===== config.mk =====
export PLATFORM = sky130hd
export DESIGN_NAME = phy_rx_serial_paralelo
export DESIGN_NICKNAME = d
export VERILOG_FILES = /design/src/rtl/phy_rx_serial_paralelo.sv
export SDC_FILE = /design/constraint.sdc
export NUM_CORES = 1
export LEC_CHECK = 0
export ABC_CLOCK_PERIOD_IN_PS = 2900
export CAP_MARGIN = 20
export CORE_MARGIN = 5
export CORE_UTILIZATION = 50
export DETAILED_ROUTE_END_ITERATION = 10
export PLACE_DENSITY = 0.82
export SYNTH_ARGS = -nofsm -noshare
export SYNTH_HDL_FRONTEND = slang
export SYNTH_SLANG_ARGS = --single-unit

===== constraint.sdc =====
create_clock -name clk_32f -period 2.9 [get_ports clk_32f]
set_input_delay 0.435 -clock clk_32f [delete_from_list [all_inputs] [get_ports clk_32f]]
set_output_delay 0.435 -clock clk_32f [all_outputs]
set_load 0.01 [all_outputs]

===== src/rtl/phy_rx_serial_paralelo.sv =====
// Serial-to-parallel lane receiver: comma alignment (HUNT/SYNC/ACTIVE) and byte delivery.
// Latency: byte outputs and byte_strobe update in the cycle after the edge sampling the last bit.
// No backpressure: the serial stream is free-running, so a byte is presented once per 8-clock slot.
module phy_rx_serial_paralelo #(
  parameter int              BYTE_W     = 8,
  parameter logic [BYTE_W-1:0] COMMA    = 8'hBC,
  parameter int              SYNC_COUNT = 4
) (
  input  logic              clk_32f,
  input  logic              reset,
  input  logic              data_in,
  output logic [BYTE_W-1:0] data_out,
  output logic              valid_out,
  output logic              byte_strobe,
  output logic              active,
  output logic [1:0]        state_out
);

  typedef enum logic [1:0] {
    HUNT   = 2'd0,
    SYNC   = 2'd1,
    ACTIVE = 2'd2
  } state_t;

  state_t            state_q, state_d;
  logic [BYTE_W-1:0] sr_q, sr_d;
  logic [2:0]        bit_cnt_q, bit_cnt_d;
  logic [3:0]        bc_cnt_q, bc_cnt_d;
  logic [BYTE_W-1:0] data_q, data_d;
  logic              valid_q, valid_d;
  logic              strobe_q, strobe_d;

  logic [BYTE_W-1:0] nb;
  logic              is_comma;
  logic              slot_end;
  logic [3:0]        bc_inc;

  // Next-state logic: shift register, comma search, slot counting and byte capture.
  always_comb begin
    sr_d      = {sr_q[BYTE_W-2:0], data_in};
    nb        = sr_d;
    is_comma  = (nb == COMMA);
    slot_end  = (bit_cnt_q == 3'd7);
    bc_inc    = bc_cnt_q + 4'd1;
    state_d   = state_q;
    bit_cnt_d = bit_cnt_q;
    bc_cnt_d  = bc_cnt_q;
    data_d    = data_q;
    valid_d   = valid_q;
    strobe_d  = 1'b0;

    case (state_q)
      HUNT: begin
        // Bit-level search; the detecting edge becomes the start of slot alignment.
        if (is_comma) begin
          bit_cnt_d = 3'd0;
          bc_cnt_d  = 4'd1;
          state_d   = (SYNC_COUNT == 1) ? ACTIVE : SYNC;
        end
      end
      SYNC: begin
        bit_cnt_d = bit_cnt_q + 3'd1;
        if (slot_end) begin
          strobe_d = 1'b1;
          if (is_comma) begin
            bc_cnt_d = bc_inc;
            if (bc_inc == 4'(SYNC_COUNT)) begin
              state_d = ACTIVE;
            end
          end else begin
            // Lost alignment: the search restarts from the next edge.
            bc_cnt_d = 4'd0;
            state_d  = HUNT;
          end
        end
      end
      ACTIVE: begin
        // Sticky: anything that is not a comma is delivered as data.
        bit_cnt_d = bit_cnt_q + 3'd1;
        if (slot_end) begin
          strobe_d = 1'b1;
          if (is_comma) begin
            valid_d = 1'b0;
          end else begin
            data_d  = nb;
            valid_d = 1'b1;
          end
        end
      end
      default: begin
        state_d   = HUNT;
        bit_cnt_d = 3'd0;
        bc_cnt_d  = 4'd0;
      end
    endcase
  end

  // State registers with synchronous active-low reset taking priority.
  always_ff @(posedge clk_32f) begin
    if (!reset) begin
      state_q   <= HUNT;
      sr_q      <= '0;
      bit_cnt_q <= 3'd0;
      bc_cnt_q  <= 4'd0;
      data_q    <= '0;
      valid_q   <= 1'b0;
      strobe_q  <= 1'b0;
    end else begin
      state_q   <= state_d;
      sr_q      <= sr_d;
      bit_cnt_q <= bit_cnt_d;
      bc_cnt_q  <= bc_cnt_d;
      data_q    <= data_d;
      valid_q   <= valid_d;
      strobe_q  <= strobe_d;
    end
  end

  assign data_out    = data_q;
  assign valid_out   = valid_q;
  assign byte_strobe = strobe_q;
  assign active      = (state_q == ACTIVE);
  assign state_out   = state_q;

endmodule


**Clock distribution**

Bar = 20 um.
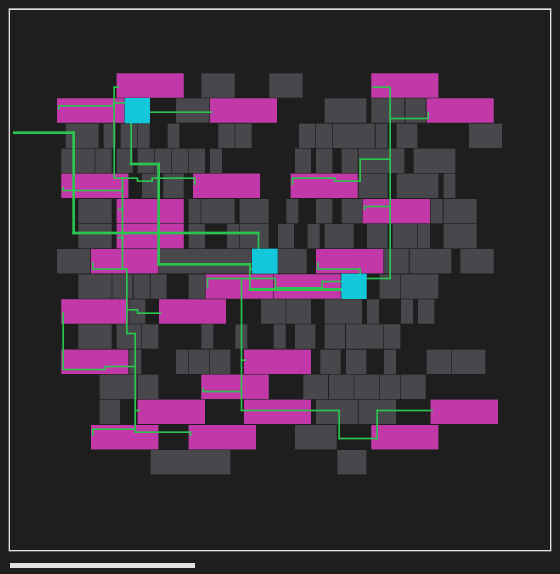
- clock wires: green (length 312 um)
- flip-flops: magenta (count 26)
- clock-net drivers: cyan (count 3)
- routed clock nets: 4

**Signal wires on met3**

Bar = 20 um.
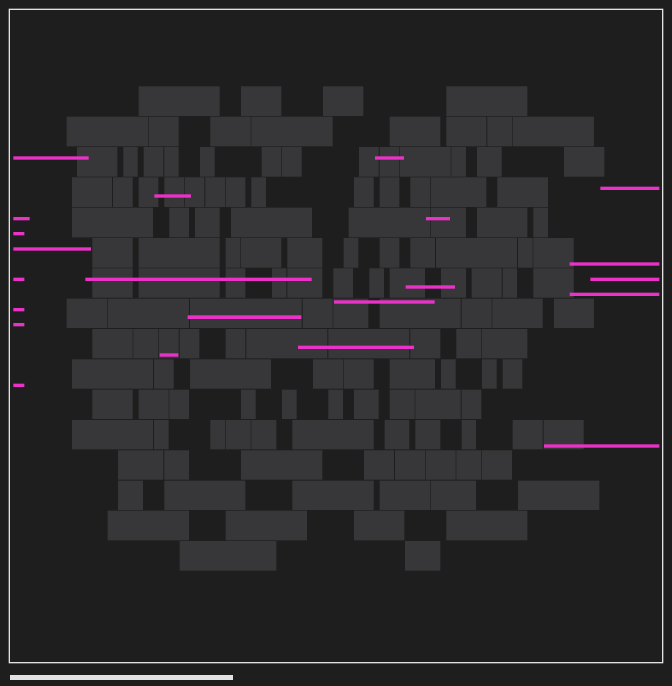
- wire length on this layer: 116 um
- longest straight run: 20.0 um

==> impl_metrics.yaml <==
# synthesis and place-and-route metrics
outcome:
  status: "completed"
clock_tree:
  cts-root-buf: "clkbuf_4"
  hold_buffers: 0
  cts_tree: "done"
  cts_buffer_depth: 2
power_and_ir_drop:
  top_power_group: "registers"
  p_seq_mw: 0.362
  p_per_area_nw_per_um2: 407
  p_sw_share_pct: 21.4
  p_comb_share_pct: 2.3
  pg_clk_mw: 0.188
  clockPowerShare_pct: 33.4
synth:
  simple_gate_area_share_pct: 23.5
  avgSynthCellArea_um2: 9.56
  synth_flops: 26
  top_cell: "dfxtp_1"
  synth-xor-area-share_pct: 0
  syn_area_um2: 1180
  ys_warn_count: 0
  synth_seq_share_pct: 44.3
  synth.mux.area_fraction_pct: 0.851
  syn_inst: 123
  synthTopCellsByCount: "dfxtp_1, a21oi_1, nand2_1"
  ys_sh_aoi_pct: 20.3
placed_design:
  place.gp.congestion: 0.757
  dpl_worst_slack_ns: 0.714
setup_path:
  crit_family: "buffers and inverters"
  crit_required_ns: 2.47
  crit_buf_inv: 2
  r2r-end: "bc_cnt_q[0]"
  cp.arrival_ns: 1.62
  endpoint: "active"
  path_cells: "inv_1 -> ha_1 -> clkdlybuf4s50_1"
  crit_cells: 3
  path_class: "reg2out"
  reg2regPathDepth: 6
  crit_fanout: 4
sta:
  max_freq_ghz: 0.486
  finalSetupViolations: 0
  tns_ns: 0
  worst_pin_slew_ns: 0.772
  whs_ns: 0.483
  hold_violations: 0
die:
  taps: 28
  fp-utilization_pct: 52.7
  fp-row-count: 17
routing:
  routed-wl-met3_um: 115
  vias: 951
  dr_wl_met2_um: 1170
  vias_per_cell: 5.73
final_layout:
  seq_share_pct: 37.6
  nets: 149
  lay_top_count: "dfxtp_1"
  largestClassByArea: "multi-input combinational cells"
  final_cell_mix: "dfxtp_1, clkdlybuf4s50_1, a21oi_1"
  comb_share_pct: 44.3
  n_antenna_cell: 0
  stdcell_count: 166
  clkbuf_count: 4
worst_hold_path:
  worstHoldEndpoint: "data_out[7]"
grt:
  busiest_layer: "met2"
  grt_max_degree: 16
  first_global_vias: 907
  grtUsageTotal_pct: 15.2
  antenna_found_initial: 0
**Routed metal, one colour a layer**

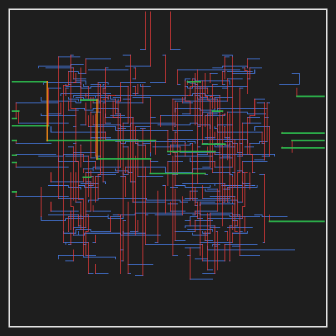
- M3: green (wire length 116 um)
- M1: blue (wire length 1110 um)
- M4: orange (wire length 21.8 um)
- M2: red (wire length 1170 um)

**The metal 2 layer**

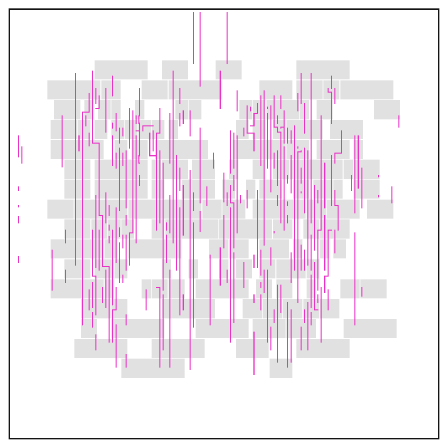
- share of all routed wire: 48%
- main direction: vertical
- wire length on this layer: 1170 um

